==> src/rtl/iq_decimator_pkg.sv <==
// Shared definitions for the receive-path mixer/decimator/capture chain.
// Carries the decimator FSM encoding and the default datapath widths so that
// the mixer output width and the decimator input width cannot drift apart.
package iq_decimator_pkg;

  // Mixer product width per channel (signed).
  localparam int IQ_IN_W  = 24;
  // Decimation counter width; largest ratio is 2**IQ_CNT_W - 1.
  localparam int IQ_CNT_W = 16;

  typedef enum logic [0:0] {
    ST_IDLE = 1'b0,
    ST_RUN  = 1'b1
  } iq_state_e;

endpackage

==> src/rtl/iq_decimator_if.sv <==
// Sample-in / frame-out bus of the I/Q integrate-and-dump decimator.
// Latency: n/a (wires only). Backpressure: input side has none; output side is valid/ready.
// Ports: in_valid/mixed_i/mixed_q (source -> decimator), out_valid/out_i/out_q (decimator -> sink), out_ready (sink -> decimator).
interface iq_decimator_if
  import iq_decimator_pkg::*;
#(
  parameter int IN_W  = IQ_IN_W,
  parameter int CNT_W = IQ_CNT_W
);
  localparam int ACC_W = IN_W + CNT_W;

  logic                    in_valid;
  logic signed [IN_W-1:0]  mixed_i;
  logic signed [IN_W-1:0]  mixed_q;
  logic                    out_valid;
  logic                    out_ready;
  logic signed [ACC_W-1:0] out_i;
  logic signed [ACC_W-1:0] out_q;

  // master: the side feeding samples and consuming frames.
  modport master (
    output in_valid, mixed_i, mixed_q, out_ready,
    input  out_valid, out_i, out_q
  );

  // slave: the decimator itself.
  modport slave (
    input  in_valid, mixed_i, mixed_q, out_ready,
    output out_valid, out_i, out_q
  );

endinterface

==> src/rtl/iq_accum.sv <==
// One channel of the integrate-and-dump: signed accumulator with clear and dump.
// Latency: result is combinational (acc + sample); the accumulator updates on the clock edge.
// Backpressure: none; the caller decides when a sample is taken (en) and when it ends a frame (dump).
// Ports: clk/rst, clr (force acc to 0), en (take sample), dump (sample closes the frame), sample in, result out.
module iq_accum
  import iq_decimator_pkg::*;
#(
  parameter int IN_W  = IQ_IN_W,
  parameter int ACC_W = IQ_IN_W + IQ_CNT_W
) (
  input  logic                    clk,
  input  logic                    rst,
  input  logic                    clr,
  input  logic                    en,
  input  logic                    dump,
  input  logic signed [IN_W-1:0]  sample,
  output logic signed [ACC_W-1:0] result
);

  logic signed [ACC_W-1:0] acc_q;
  logic signed [ACC_W-1:0] sample_ext;

  assign sample_ext = {{(ACC_W-IN_W){sample[IN_W-1]}}, sample};
  // Frame total including the current sample; valid as the dump value when dump is high.
  assign result     = acc_q + sample_ext;

  always_ff @(posedge clk or posedge rst) begin
    if (rst) begin
      acc_q <= '0;
    end else if (clr) begin
      acc_q <= '0;
    end else if (en) begin
      acc_q <= dump ? '0 : result;
    end
  end

endmodule

==> src/rtl/iq_decimator.sv <==
// Integrate-and-dump I/Q decimator: sums decim_ratio samples per channel and emits one full-precision pair per frame.
// Latency: out_valid rises on the same edge that samples the frame's final in_valid (visible the next cycle).
// Backpressure: inputs are never stalled; a frame completing while the output is still pending is dropped and flags overrun.
// Ports: clk, rst (async, active-high), enable, decim_ratio, bus (iq_decimator_if.slave), busy, overrun.
module iq_decimator
  import iq_decimator_pkg::*;
#(
  parameter int IN_W  = IQ_IN_W,
  parameter int CNT_W = IQ_CNT_W,
  parameter int ACC_W = IN_W + CNT_W
) (
  input  logic             clk,
  input  logic             rst,
  input  logic             enable,
  input  logic [CNT_W-1:0] decim_ratio,
  iq_decimator_if.slave    bus,
  output logic             busy,
  output logic             overrun
);

  iq_state_e               state_q;
  logic [CNT_W-1:0]        ratio_q;
  logic [CNT_W-1:0]        count_q;
  logic                    out_valid_q;
  logic signed [ACC_W-1:0] out_i_q;
  logic signed [ACC_W-1:0] out_q_q;
  logic                    overrun_q;

  logic                    accept;
  logic                    dump;
  logic                    acc_clr;
  logic signed [ACC_W-1:0] res_i;
  logic signed [ACC_W-1:0] res_q;

  // Samples are only taken in RUN, including the cycle in which enable falls,
  // so a frame finishing on that cycle is still delivered.
  assign accept  = (state_q == ST_RUN) && bus.in_valid;
  assign dump    = accept && (count_q == ratio_q - CNT_W'(1));
  // Accumulators are held at zero in IDLE and wiped when leaving RUN, so a
  // partial frame never leaks into the next run.
  assign acc_clr = (state_q == ST_IDLE) || !enable;

  iq_accum #(.IN_W(IN_W), .ACC_W(ACC_W)) u_acc_i (
    .clk    (clk),
    .rst    (rst),
    .clr    (acc_clr),
    .en     (accept),
    .dump   (dump),
    .sample (bus.mixed_i),
    .result (res_i)
  );

  iq_accum #(.IN_W(IN_W), .ACC_W(ACC_W)) u_acc_q (
    .clk    (clk),
    .rst    (rst),
    .clr    (acc_clr),
    .en     (accept),
    .dump   (dump),
    .sample (bus.mixed_q),
    .result (res_q)
  );

  always_ff @(posedge clk or posedge rst) begin
    if (rst) begin
      state_q     <= ST_IDLE;
      ratio_q     <= '0;
      count_q     <= '0;
      out_valid_q <= 1'b0;
      out_i_q     <= '0;
      out_q_q     <= '0;
      overrun_q   <= 1'b0;
    end else begin
      case (state_q)
        ST_IDLE: begin
          if (enable) begin
            state_q <= ST_RUN;
            // Ratios 0 and 1 both mean pass-through.
            ratio_q <= (decim_ratio < CNT_W'(2)) ? CNT_W'(1) : decim_ratio;
            count_q <= '0;
          end
        end
        ST_RUN: begin
          if (!enable) begin
            state_q   <= ST_IDLE;
            count_q   <= '0;
            overrun_q <= 1'b0;
          end else if (accept) begin
            count_q <= dump ? '0 : count_q + CNT_W'(1);
          end
        end
        default: state_q <= ST_IDLE;
      endcase

      // Output register: a fresh frame may replace one consumed this same cycle;
      // otherwise the older result wins and the new one is lost. A drop on the
      // cycle enable falls is still reported (assigned after the clear above).
      if (dump) begin
        if (!out_valid_q || bus.out_ready) begin
          out_valid_q <= 1'b1;
          out_i_q     <= res_i;
          out_q_q     <= res_q;
        end else begin
          overrun_q <= 1'b1;
        end
      end else if (out_valid_q && bus.out_ready) begin
        out_valid_q <= 1'b0;
      end
    end
  end

  assign bus.out_valid = out_valid_q;
  assign bus.out_i     = out_i_q;
  assign bus.out_q     = out_q_q;
  assign busy          = (state_q == ST_RUN);
  assign overrun       = overrun_q;

endmodule

==> src/flat_wrapper.sv <==
// flat-port wrapper written by rule: the top's interface ports become plain ports
module iq_decimator_flat import iq_decimator_pkg::*;
#(
  parameter int IN_W  = IQ_IN_W,
  parameter int CNT_W = IQ_CNT_W,
  parameter int ACC_W = IN_W + CNT_W
)
  (clk, rst, enable, decim_ratio, busy, overrun, bus_in_valid, bus_mixed_i, bus_mixed_q, bus_out_ready, bus_out_valid, bus_out_i, bus_out_q);
  iq_decimator_if #(.IN_W(IN_W), .CNT_W(CNT_W)) bus_i ();
  input  logic clk;
  input  logic rst;
  input  logic enable;
  input  logic [CNT_W-1:0] decim_ratio;
  output logic busy;
  output logic overrun;
  input wire logic [$bits(bus_i.in_valid)-1:0] bus_in_valid;
  input wire logic [$bits(bus_i.mixed_i)-1:0] bus_mixed_i;
  input wire logic [$bits(bus_i.mixed_q)-1:0] bus_mixed_q;
  input wire logic [$bits(bus_i.out_ready)-1:0] bus_out_ready;
  output wire logic [$bits(bus_i.out_valid)-1:0] bus_out_valid;
  output wire logic [$bits(bus_i.out_i)-1:0] bus_out_i;
  output wire logic [$bits(bus_i.out_q)-1:0] bus_out_q;
  assign bus_i.in_valid = bus_in_valid;
  assign bus_i.mixed_i = bus_mixed_i;
  assign bus_i.mixed_q = bus_mixed_q;
  assign bus_i.out_ready = bus_out_ready;
  assign bus_out_valid = bus_i.out_valid;
  assign bus_out_i = bus_i.out_i;
  assign bus_out_q = bus_i.out_q;
  iq_decimator #(.IN_W(IN_W), .CNT_W(CNT_W), .ACC_W(ACC_W)) u_core (.clk(clk), .rst(rst), .enable(enable), .decim_ratio(decim_ratio), .bus(bus_i), .busy(busy), .overrun(overrun));
endmodule
==> config.mk <==
export PLATFORM = sky130hd
export DESIGN_NAME = iq_decimator_flat
export DESIGN_NICKNAME = d
export VERILOG_FILES = /design/src/rtl/iq_decimator_pkg.sv /design/src/rtl/iq_decimator_if.sv /design/src/rtl/iq_accum.sv /design/src/rtl/iq_decimator.sv /design/src/flat_wrapper.sv
export SDC_FILE = /design/constraint.sdc
export NUM_CORES = 1
export LEC_CHECK = 0
export CORE_ASPECT_RATIO = 0.5
export CORE_MARGIN = 4
export CORE_UTILIZATION = 51
export CTS_BUF_LIST = sky130_fd_sc_hd__clkbuf_4
export CTS_CLUSTER_DIAMETER = 100
export DETAILED_ROUTE_END_ITERATION = 16
export GPL_TIMING_DRIVEN = 0
export PLACE_DENSITY_LB_ADDON = 0.3
export SYNTH_ARGS = -nofsm -noshare
export SYNTH_HDL_FRONTEND = slang
export SYNTH_HIERARCHICAL = 1
export SYNTH_SLANG_ARGS = --single-unit
export TNS_END_PERCENT = 50
==> constraint.sdc <==
create_clock -name clk -period 5.55 [get_ports clk]
set_input_delay 1.11 -clock clk [delete_from_list [all_inputs] [get_ports clk]]
set_output_delay 1.11 -clock clk [all_outputs]
set_load 0.005 [all_outputs]
Fig. 1: zoomed window
Region (33, 66) to (83, 116) µm. Cells in grey, sequential cells in the stronger grey; small squares are vias.
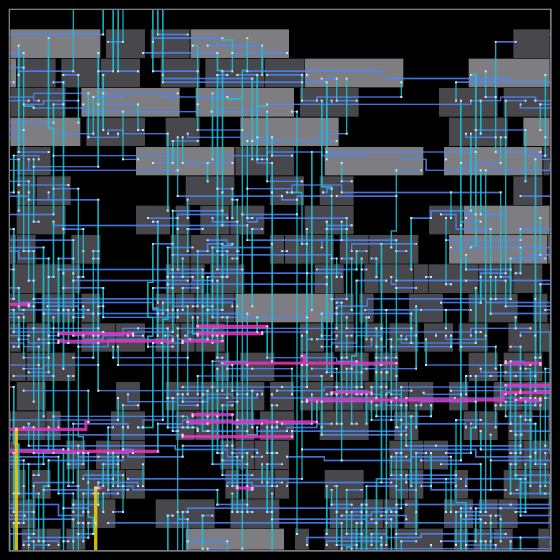
- met2: cyan
- met1: blue
- met3: magenta
- met4: yellow
- sequential cells in the window: 15
- netlist names of flops here include: u_core/bus.out_i (8), u_core/u_acc_i/acc_q (7)
- most frequent: a21o_1 (16), dfrtp_1 (15), a21oi_1 (15)
- cells with their middle in the window: 177

Fig. 2: the clock network
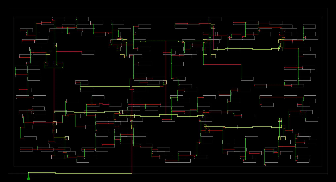
clk_skew: 0.0252 ns
clock sink count: 195
clock group total power: 0.703 mW
latest clock arrival within the worst-skew pair: 0.65 ns

Fig. 3: logic cells by family
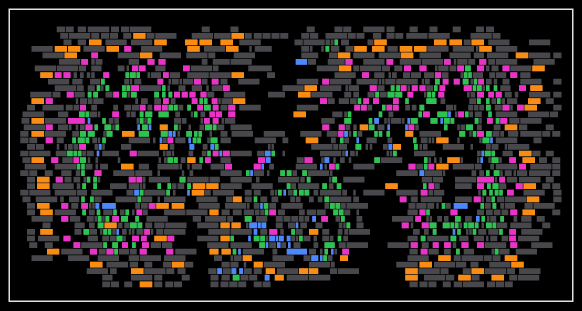
- multiplexers: orange (cells 101; where all over the die)
- inverting AOI/OAI gates: green (cells 234)
- NOR gates: blue (cells 66)
- AND-OR and OR-AND gates: magenta (cells 158)

Fig. 4: floorplan with the power grid
Pins as bars on the die edge.
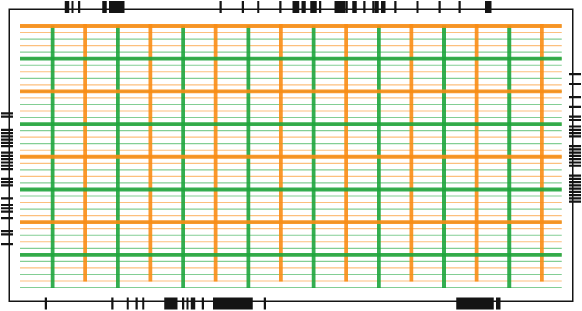
- VDD: orange
- VSS: green
- met4 straps: 16
- signal pins: 152
- met5 straps: 8
- met1 rails: 41
- rows: 40
area of the core: 24,500 µm²
die height: 121 µm
die boundary width: 234 µm
peak supply drop: 0.132 mV

Fig. 5: sequential cells coloured by netlist name
Other sequential cells in the stronger grey, the rest of the logic in the fainter grey.
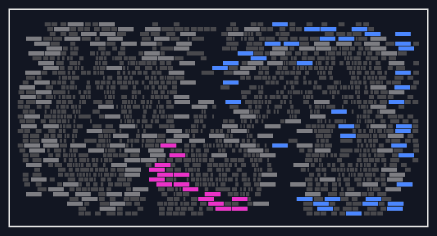
- u_core/bus.out_q: blue (sequential cells 40)
- u_core/ratio_q: magenta (sequential cells 16; where bottom centre)
- not coloured: 139
share of cell area taken by flip-flops and latches: 32.1%
P_seq: 1.50 mW

==> summary.txt <==
Results of the run.

The run finished with clean final reports. The power after layout is 2.76 mW. For the worst flop-to-flop path, the logic depth is 13.

The startpoint identified for the worst register-to-register timing path is u_core/ratio_q[0]$_DFFE_PP0P_. The synthesized netlist devotes 11.2% of its cell area to simple gates. Per the layout report, the design carries 2,029 filler cells. The final-stage net count is 1,560. After its last routability iteration, the placer logged a weighted congestion of 0.938.

The most used logic cell in the final layout is dfrtp_1. The synthesized instance count is 1,237. The number of clock-tree buffers in the layout is 17. The critical path's most frequent cell is and4_1.

Dividing the synthesized area by the synthesized cell count gives 10.5 µm². The reported net switching power is 0.888 mW. The most common logic cells in the final layout are dfrtp_1 (195), clkdlybuf4s50_1 (151), a21oi_1 (88). The met1 usage in global routing is 32.5%.

The final number of max-transition violations is 0. Max fanout on the critical path was recorded as 20. There are 195 flip-flops and latches. The quantity of hold-fixing buffers added after cts is 0. Setup slack on the critical path of the routed design comes to around 1.4 ns. The post-synthesis sequential element count is slightly below 200. In the final timing run, aggregate negative setup slack is 0 ns.

The register-to-register path setup slack is ~1.5 ns. The post-synthesis adder-cell area fraction is 8.01%. The post-synthesis cell area is 13,000 µm². Logged for this run, the post-placement worst setup slack is approximately 0.80 ns. The buffer type at the clock tree root is clkbuf_4. The final hold violation count recorded for this run is 0. The capture point of the worst reg-to-reg path is u_core/u_acc_i/acc_q[20]$_DFFE_PP0P_. In this build the clock could be raised as far as roughly 0.24 GHz. The largest cell class by area is multi-input combinational cells. The number of cells on the critical path is 11. The area of placed instances is 15,000 µm². The largest net degree at the start of global routing is 87.

The total grt overflow is 0. Among cell families on the critical path, the largest total delay comes from buffers and inverters. The cell count after placement is around 1,700. The via count of the first global-routing pass came to between 10,000 and 15,000.

For this block, wires on met1 add up to 15,100 µm. For this run, combinational gates with multiple inputs come to 937. CTS added clock buffers totalling 17. The fraction of final cell area spent on clock buffers and inverters in this run is around 1.6%. The total wirelength of the detailed-routed design is approximately 32,000 µm. The first global-routing pass estimated 53,400 µm of wire.

Port buffering added between 150 and 200 buffers. The number of tapcells is 336. The largest family of logic cells by area is AND-OR/OR-AND gates.

Of the synthesized area, sequential elements account for 37.5%. The setup path with the least slack is of type input pin to flip-flop. The total buffers and inverters traversed by the critical path is 2.

The worst setup path is launched from an input pin. 152 I/O pins were placed. The fraction of power consumed by the clock network is 25.5%. The area fraction of the dominant cell type after synthesis is 37.5%.

Of the post-synthesis cell area, the part taken by muxes is a little over a tenth. The number of setup buffers added after CTS is 0. The multi-input gate share of the layout cell area is about half. After detailed routing, the number of vias per cell comes to approximately 5.9. Row generation in the floorplan step produced roughly 40 rows. The global-route total usage across every layer is 23.2%.

The met2 layer wire length in the routed design is 15,000 µm. The switching power as a share of total power is 32.2%. Post-CTS repair changed the size of 0 cells. The met3 usage is 4.46%.

The master of the slowest instance on the critical path is clkdlybuf4s50_1. TritonCTS built the clock tree. The synthesized netlist devotes 6.79% of its cell area to XOR and XNOR gates. In the global route stage, met2 resource usage came out at 37.6%.

Synthesis produced a netlist with a net count of around 1,400. Looking at hold timing, the worst path starts from u_core/u_acc_q/acc_q[38]$_DFFE_PP0P_. The multi-input combinational cells in the finished layout cover a total of 7550 µm². In this design, the stage delay of the slowest critical-path cell is 1.04 ns.

The report gives the cell count of the worst hold path as 2. The sequential cell area in the final layout is 4880 µm². The OpenROAD report gives the critical path a data arrival time of 4.66 ns.

The die area is around 28,000 µm². The number of standard cells reported by yosys is 1,237. The count of tool warnings is 26. The via total after detailed routing is 10,457. The power per cell area is 181 nW/µm². Per the CTS log, the buffer count on the longest clock path is 2.
==> cell usage after synthesis (8+ instances only) <==
library cell	number
and2_1	13
and4_1	11
and3_1	24
mux2_4	80
a22o_1	77
o21ai_1	9
nor3_1	11
a21o_1	60
mux2_2	14
a31oi_1	23
nand2_1	66
clkbuf_1	44
nand2b_1	13
buf_12	9
a21oi_1	88
buf_2	10
xor2_1	31
o21bai_1	14
ha_1	80
o21ai_0	53
inv_1	36
nand4_1	27
xnor2_1	66
nand3_1	22
or3_1	8
o31ai_1	8
dfrtp_1	195
nor2_1	36
==> power groups by stage <==
stage	Clock, mW	Sequential, mW	Combinational, mW
final	0.703	1.50	0.554
after global routing	0.804	1.51	0.618
after CTS	0.742	1.50	0.554
after detailed placement	0	1.53	0.550
after global placement	0	1.53	0.531
after floorplan	0	1.52	0.384
Power figures rest on the tool's default switching activity, not on a simulated workload.
